cell_classes.png
Scale: 2 px per µm. Fill, decap, tap and diode cells in gray.
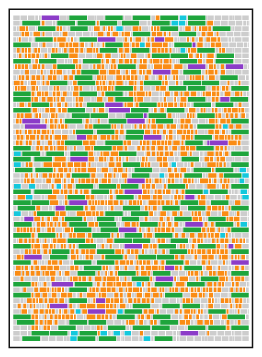
zoom.png
Region (48, 72) to (73, 97) µm. Cells in gray, sequential cells in the stronger gray; small squares are vias.
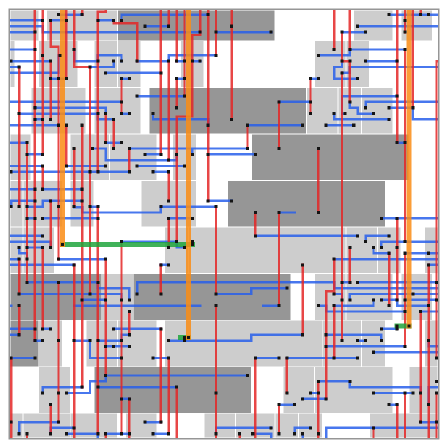
density.png
Scale: 1.5 px per µm. The die is cut into 12 by 17 equal tiles; black is low, pale yellow is high, 0 to 100% covered.
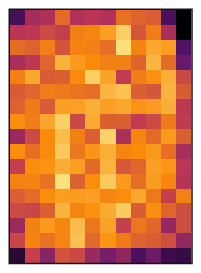
### src/rtl/btn_pkg.sv
// Shared definitions for the push-button conditioning block: FSM encodings,
// clock frequency and default timing constants (100 MHz operation).
package btn_pkg;

  typedef enum logic [1:0] {
    IDLE         = 2'd0,
    PRESS_WAIT   = 2'd1,
    HELD         = 2'd2,
    RELEASE_WAIT = 2'd3
  } btn_state_e;

  localparam int unsigned CLK_FREQ_HZ         = 100_000_000;
  localparam int unsigned DEF_NUM_BTN         = 4;
  localparam int unsigned DEF_SYNC_STAGES     = 2;
  localparam int unsigned DEF_DEBOUNCE_CYCLES = CLK_FREQ_HZ / 100;  // 10 ms
  localparam int unsigned DEF_REPEAT_DELAY    = CLK_FREQ_HZ / 2;    // 0.5 s
  localparam int unsigned DEF_REPEAT_PERIOD   = CLK_FREQ_HZ / 10;   // 0.1 s

endpackage

### src/rtl/button_debounce_repeat_if.sv
// Button bundle: raw levels in, conditioned levels and event pulses out.
interface button_debounce_repeat_if #(
  parameter int unsigned NUM_BTN = btn_pkg::DEF_NUM_BTN
);

  logic [NUM_BTN-1:0] btn_in;
  logic [NUM_BTN-1:0] btn_level;
  logic [NUM_BTN-1:0] btn_press;
  logic [NUM_BTN-1:0] btn_release;
  logic [NUM_BTN-1:0] btn_repeat;

  // Board side: drives raw buttons, consumes conditioned outputs.
  modport master (
    output btn_in,
    input  btn_level,
    input  btn_press,
    input  btn_release,
    input  btn_repeat
  );

  // Conditioning block side.
  modport slave (
    input  btn_in,
    output btn_level,
    output btn_press,
    output btn_release,
    output btn_repeat
  );

endinterface

### src/rtl/button_channel.sv
// One button: input synchroniser, debounce FSM, press/release pulses and
// auto-repeat pulses while the button stays held.
module button_channel
  import btn_pkg::*;
#(
  parameter int unsigned SYNC_STAGES     = DEF_SYNC_STAGES,
  parameter int unsigned DEBOUNCE_CYCLES = DEF_DEBOUNCE_CYCLES,
  parameter int unsigned REPEAT_DELAY    = DEF_REPEAT_DELAY,
  parameter int unsigned REPEAT_PERIOD   = DEF_REPEAT_PERIOD
) (
  input  logic clk_100M,
  input  logic reset,
  input  logic btn_in,
  output logic btn_level,
  output logic btn_press,
  output logic btn_release,
  output logic btn_repeat
);

  localparam int unsigned DCNT_W = $clog2(DEBOUNCE_CYCLES);
  localparam int unsigned RCNT_W = $clog2(REPEAT_DELAY + REPEAT_PERIOD);

  localparam logic [DCNT_W-1:0] DCNT_ONE    = DCNT_W'(1);
  localparam logic [DCNT_W-1:0] DCNT_LAST   = DCNT_W'(DEBOUNCE_CYCLES - 1);
  localparam logic [RCNT_W-1:0] RCNT_ONE    = RCNT_W'(1);
  localparam logic [RCNT_W-1:0] RCNT_FIRST  = RCNT_W'(REPEAT_DELAY - 1);
  localparam logic [RCNT_W-1:0] RCNT_NEXT   = RCNT_W'(REPEAT_DELAY + REPEAT_PERIOD - 1);
  localparam logic [RCNT_W-1:0] RCNT_RELOAD = RCNT_W'(REPEAT_DELAY);
  localparam logic [RCNT_W-1:0] RCNT_MAX    = '1;

  logic [SYNC_STAGES-1:0] sync_q;
  logic                   s;

  btn_state_e        state_q, state_d;
  logic [DCNT_W-1:0] dcnt_q, dcnt_d;
  logic [RCNT_W-1:0] rcnt_q, rcnt_d;
  logic              level_d, press_d, release_d, repeat_d;

  assign s = sync_q[SYNC_STAGES-1];

  // Shift the raw asynchronous level through the synchroniser chain.
  always_ff @(posedge clk_100M or posedge reset) begin
    if (reset) sync_q <= '0;
    else       sync_q <= {sync_q[SYNC_STAGES-2:0], btn_in};
  end

  // FSM state, counters and registered outputs.
  always_ff @(posedge clk_100M or posedge reset) begin
    if (reset) begin
      state_q     <= IDLE;
      dcnt_q      <= '0;
      rcnt_q      <= '0;
      btn_level   <= 1'b0;
      btn_press   <= 1'b0;
      btn_release <= 1'b0;
      btn_repeat  <= 1'b0;
    end else begin
      state_q     <= state_d;
      dcnt_q      <= dcnt_d;
      rcnt_q      <= rcnt_d;
      btn_level   <= level_d;
      btn_press   <= press_d;
      btn_release <= release_d;
      btn_repeat  <= repeat_d;
    end
  end

  // Next state, counter updates and pulse generation.
  always_comb begin
    state_d   = state_q;
    dcnt_d    = dcnt_q;
    rcnt_d    = rcnt_q;
    level_d   = btn_level;
    press_d   = 1'b0;
    release_d = 1'b0;
    repeat_d  = 1'b0;

    case (state_q)
      IDLE: begin
        if (s) begin
          state_d = PRESS_WAIT;
          dcnt_d  = DCNT_ONE;
        end
      end

      PRESS_WAIT: begin
        if (!s) begin
          state_d = IDLE;
        end else if (dcnt_q == DCNT_LAST) begin
          state_d = HELD;
          level_d = 1'b1;
          press_d = 1'b1;
          rcnt_d  = '0;
        end else begin
          dcnt_d = dcnt_q + DCNT_ONE;
        end
      end

      HELD: begin
        // After the first repeat the counter is reloaded so later repeats
        // fall every REPEAT_PERIOD cycles; it can never pass RCNT_NEXT.
        if (rcnt_q == RCNT_FIRST) begin
          repeat_d = 1'b1;
          rcnt_d   = rcnt_q + RCNT_ONE;
        end else if (rcnt_q == RCNT_NEXT) begin
          repeat_d = 1'b1;
          rcnt_d   = RCNT_RELOAD;
        end else if (rcnt_q != RCNT_MAX) begin
          rcnt_d = rcnt_q + RCNT_ONE;
        end
        if (!s) begin
          state_d = RELEASE_WAIT;
          dcnt_d  = DCNT_ONE;
        end
      end

      RELEASE_WAIT: begin
        if (s) begin
          state_d = HELD;
        end else if (dcnt_q == DCNT_LAST) begin
          state_d   = IDLE;
          level_d   = 1'b0;
          release_d = 1'b1;
        end else begin
          dcnt_d = dcnt_q + DCNT_ONE;
        end
      end

      default: state_d = IDLE;
    endcase
  end

endmodule

### src/rtl/button_debounce_repeat.sv
// Conditions all raw push-buttons: one independent button_channel per input.
module button_debounce_repeat
  import btn_pkg::*;
#(
  parameter int unsigned NUM_BTN         = DEF_NUM_BTN,
  parameter int unsigned SYNC_STAGES     = DEF_SYNC_STAGES,
  parameter int unsigned DEBOUNCE_CYCLES = DEF_DEBOUNCE_CYCLES,
  parameter int unsigned REPEAT_DELAY    = DEF_REPEAT_DELAY,
  parameter int unsigned REPEAT_PERIOD   = DEF_REPEAT_PERIOD
) (
  input  logic                     clk_100M,
  input  logic                     reset,
  button_debounce_repeat_if.slave  bus
);

  logic [NUM_BTN-1:0] level_w;
  logic [NUM_BTN-1:0] press_w;
  logic [NUM_BTN-1:0] release_w;
  logic [NUM_BTN-1:0] repeat_w;

  for (genvar i = 0; i < NUM_BTN; i++) begin : g_ch
    button_channel #(
      .SYNC_STAGES     (SYNC_STAGES),
      .DEBOUNCE_CYCLES (DEBOUNCE_CYCLES),
      .REPEAT_DELAY    (REPEAT_DELAY),
      .REPEAT_PERIOD   (REPEAT_PERIOD)
    ) u_ch (
      .clk_100M    (clk_100M),
      .reset       (reset),
      .btn_in      (bus.btn_in[i]),
      .btn_level   (level_w[i]),
      .btn_press   (press_w[i]),
      .btn_release (release_w[i]),
      .btn_repeat  (repeat_w[i])
    );
  end

  assign bus.btn_level   = level_w;
  assign bus.btn_press   = press_w;
  assign bus.btn_release = release_w;
  assign bus.btn_repeat  = repeat_w;

endmodule

### src/flat_wrapper.sv
// flat-port wrapper written by rule: the top's interface ports become plain ports
module button_debounce_repeat_flat import btn_pkg::*;
#(
  parameter int unsigned NUM_BTN         = DEF_NUM_BTN,
  parameter int unsigned SYNC_STAGES     = DEF_SYNC_STAGES,
  parameter int unsigned DEBOUNCE_CYCLES = DEF_DEBOUNCE_CYCLES,
  parameter int unsigned REPEAT_DELAY    = DEF_REPEAT_DELAY,
  parameter int unsigned REPEAT_PERIOD   = DEF_REPEAT_PERIOD
)
  (clk_100M, reset, bus_btn_in, bus_btn_level, bus_btn_press, bus_btn_release, bus_btn_repeat);
  button_debounce_repeat_if #(.NUM_BTN(NUM_BTN)) bus_i ();
  input  logic clk_100M;
  input  logic reset;
  input wire logic [$bits(bus_i.btn_in)-1:0] bus_btn_in;
  output wire logic [$bits(bus_i.btn_level)-1:0] bus_btn_level;
  output wire logic [$bits(bus_i.btn_press)-1:0] bus_btn_press;
  output wire logic [$bits(bus_i.btn_release)-1:0] bus_btn_release;
  output wire logic [$bits(bus_i.btn_repeat)-1:0] bus_btn_repeat;
  assign bus_i.btn_in = bus_btn_in;
  assign bus_btn_level = bus_i.btn_level;
  assign bus_btn_press = bus_i.btn_press;
  assign bus_btn_release = bus_i.btn_release;
  assign bus_btn_repeat = bus_i.btn_repeat;
  button_debounce_repeat #(.NUM_BTN(NUM_BTN), .SYNC_STAGES(SYNC_STAGES), .DEBOUNCE_CYCLES(DEBOUNCE_CYCLES), .REPEAT_DELAY(REPEAT_DELAY), .REPEAT_PERIOD(REPEAT_PERIOD)) u_core (.clk_100M(clk_100M), .reset(reset), .bus(bus_i));
endmodule
### config.mk
export PLATFORM = sky130hd
export DESIGN_NAME = button_debounce_repeat_flat
export DESIGN_NICKNAME = d
export VERILOG_FILES = /design/src/rtl/btn_pkg.sv /design/src/rtl/button_debounce_repeat_if.sv /design/src/rtl/button_channel.sv /design/src/rtl/button_debounce_repeat.sv /design/src/flat_wrapper.sv
export SDC_FILE = /design/constraint.sdc
export NUM_CORES = 1
export LEC_CHECK = 0
export CORE_ASPECT_RATIO = 1.4
export CORE_UTILIZATION = 63
export CTS_CLUSTER_SIZE = 40
export DETAILED_ROUTE_END_ITERATION = 12
export PLACE_DENSITY_LB_ADDON = 0.12
export SKIP_CTS_REPAIR_TIMING = 1
export SYNTH_ARGS = -nofsm -noshare
export SYNTH_HDL_FRONTEND = slang
export SYNTH_SLANG_ARGS = --single-unit
### constraint.sdc
create_clock -name clk_100M -period 19.35 [get_ports clk_100M]
set_input_delay 2.9025 -clock clk_100M [delete_from_list [all_inputs] [get_ports clk_100M]]
set_output_delay 2.9025 -clock clk_100M [all_outputs]
set_load 0.02 [all_outputs]
==> results.md <==
| Metric | Reported | Unit |
|:---|:---|:---|
| Top logic cells by instance count in the layout | sky130_fd_sc_hd__dfrtp_1 (216), sky130_fd_sc_hd__nor2_1 (144), sky130_fd_sc_hd__nand2_1 (131) | - |
| Min Hold Slack | 344.7 | ps |
| CTS tree | built | - |
| Post-route setup TNS | 0 | ps |
| Post-place instance area | 0.01274 | mm² |
| Number of remaining DRC errors | 0 | - |
| Hold Vio Cnt, Final | 0 | - |
| Pwr dens | 107.5 | mW/mm² |
| Number of maximum-capacitance constraint violations | 0 | - |
| Worst slew pin tran | 1076 | ps |
| Peak supply drop | 0.00007302 | V |
| Netlist Area Pre-Place | 0.01246 | mm² |
| Max incr delay on CP | 910 | ps |
| Number of I/O port buffers | 21 | - |
| Post-synthesis async set-or-reset flop share | 1.000 | - |
| Wire length of the first global-routing pass | 47960 | µm |
| Placed cell count | 1659 | - |
| Most frequent cells after synthesis | sky130_fd_sc_hd__dfrtp_1 (216), sky130_fd_sc_hd__nor2_1 (144), sky130_fd_sc_hd__nand2_1 (131) | - |
| Post-synth tally of flip-flops with integrated enable | 0 | - |
| Final non-filler cell total | 1697 | - |
| Setup repair after global routing missed its margin | false | - |
| Routability cong. | 0.8967 | - |
| Crit path capture type | asynchronous set/reset pin | - |
| Chip Footprint | 0.02036 | mm² |
| Post-synth area hogs | sky130_fd_sc_hd__dfrtp_1 (43%), sky130_fd_sc_hd__o21ai_0 (5.1%), sky130_fd_sc_hd__nor2_1 (4.3%) | - |
| Critical path arrival | 5130 | ps |
| Site Rows | 60 | - |
| Number of clock sinks | 216 | - |
| Critical path required time | 19830 | ps |
| Static Leak | 5.551 | nW |
| Register ranked first by flip-flop count | u_core.g_ch.u_ch.rcnt_q | - |
| Clock tree buffer depth | 3 | - |
| Filler cells | 1524 | - |
| Slowest cell on the critical path | sky130_fd_sc_hd__buf_4 | - |
| Pin count of the biggest net entering global routing | 137 | - |
| Setup WS pre-CTS | 14060 | ps |
| Cell taking the most area after synthesis | sky130_fd_sc_hd__dfrtp_1 | - |
| Cell Chain, Critical Path | clkdlybuf4s50_1 > inv_8 > buf_4 | - |
| Number of warnings the tools reported | 44 | - |
| Gate count of the mapped netlist | 1455 | - |
| Top-area cell share | 0.4337 | - |
| DR vias | 10840 | - |
| Power consumption | 1.454 | mW |
| Synth Register Bits | 216 | - |
| Chip area estimate from yosys synthesis | 0.01246 | mm² |
| Unique masters post-synth | 73 | - |
| Number of cells on the worst hold path | 0 | - |
| Start point of the worst min-delay path | u_core.g_ch[0].u_ch.sync_q[0] | - |
| Number of nets in the synthesized netlist | 1489 | - |
| Cts bufs inserted | 22 | - |
| Endpoint of the most critical register-to-register path | u_core.g_ch[0].u_ch.rcnt_q[3] | - |
| Number of nets in the layout | 1469 | - |
| HPWL after detailed placement | 18610 | µm |
| Area growth from synthesis to final layout | 8.593 | % |
| Final cell area excluding filler cells | 0.01353 | mm² |
| Final setup violation count | 0 | - |
| Crit Reg-Reg Startpoint | u_core.g_ch[0].u_ch.dcnt_q[12] | - |
| All-Layer GR Usage | 0.2782 | - |
| Period utilization | 0.2404 | - |
| Result of the run | finished clean | - |
| Register cell area after layout | 0.005405 | mm² |
| Sort of element at the start of the critical path | primary input | - |
| IO Pins | 22 | - |
| Top achievable clock speed | 215.0 | MHz |
| Horizontal extent of the die | 120.9 | µm |
| Clock Skews | 18.43 | ps |
| Fraction of layout cells with a size suffix above 1 | 0.05245 | - |
| Clock-pin transition on the worst setup and hold timing paths | 60 | ps |
| Number of DRC markers in iteration 0 | 668 | - |
| Floorplan-stage core utilization | 0.6460 | - |
| Min-Delay Path Class | flop to flop | - |
| WS Path Type | primary input to asynchronous set/reset pin | - |
| Total detailed-routing wirelength | 27590 | µm |
| Number of slew-limit violations in the final report | 0 | - |
-- cell_classes.png (at the start) --
legend:
  other buffers and delay cells:
    color: cyan
    cells: 33
    share_of_their_area: 2.3%
  flops:
    color: green
    cells: 216
    share_of_their_area: 41%
  all other logic:
    color: orange
    cells: 1162
    share_of_their_area: 51%
  clock drivers and dummy loads:
    color: purple
    cells: 38
    share_of_their_area: 6.0%

-- zoom.png (at the start) --
legend:
  met1:
    color: blue
  met3:
    color: green
  met4:
    color: orange
  met2:
    color: red
sequential cells in the window: 7
cells with their middle in the window: 57
netlist names of flops here include: u_core.g_ch.u_ch.dcnt_q (5), u_core.g_ch.u_ch.rcnt_q (2)
most frequent: nand2_1 (11), dfrtp_1 (7), nand3_1 (5)

-- density.png (at the start) --
tiles over 75% full: 31%
nearly empty tiles: 1.0%
mean over tiles: 65%
fullest tile: 94%

## worst max path at each step
stage / slack (ps) / to / cells past startpoint / startpoint
3_5_place_dp: 14060 / u_core.g_ch[3].u_ch.rcnt_q[10] / 3 / reset
2_1_floorplan: 10540 / asynchronous set/reset pin / 1 / reset
6_report: 14700 / u_core.g_ch[2].u_ch.rcnt_q[15] / 3 / reset
4_1_cts: 14620 / u_core.g_ch[0].u_ch.dcnt_q[18] / 3 / reset
3_3_place_gp: 14090 / u_core.g_ch[3].u_ch.rcnt_q[4] / 3 / reset
5_1_grt: 14370 / u_core.g_ch[2].u_ch.rcnt_q[10] / 3 / reset
## cell families after synthesis
family,count (synthesis),share of synthesized area
AND-OR/OR-AND,371,0.1827
XOR/XNOR,44,0.03092
multiplexers,4,0.003213
AND/OR/NAND/NOR,662,0.2768
buffers and inverters,130,0.04457
adder cells (fa/ha/maj),28,0.02811
flip-flops,216,0.4337
## routing by layer
layer / vias up / GRT usage / routed length [µm] / share of wire
met5: - / 0 / 0 / 0
met4: 0 / 0.09232 / 633 / 0.023
met3: 52 / 0.02913 / 974 / 0.035
met2: 250 / 0.5237 / 14510 / 0.53
met1: 5275 / 0.3240 / 11470 / 0.42
li1: 5267 / - / - / -
## report_power, final
group          switching, mW  internal [mW]
registers             0.0311          0.478
clock network          0.178          0.286
logic                  0.337          0.144
total                  0.546          0.908
## area by class of cell
class                           count  area share
Clock inverter                      6    0.007950
Clock buffer                       32     0.05094
Timing Repair Buffer               33     0.02219
Inverter                           53     0.01525
Sequential cell                   216      0.3994
Multi-Input combinational cell   1109      0.4814
Tap cell                          248     0.02293
## worst max-delay path, delay by kind of cell
family	cells	cell delay, ps
buffers and inverters	3	2060
Power and IR drop assume default switching activity.
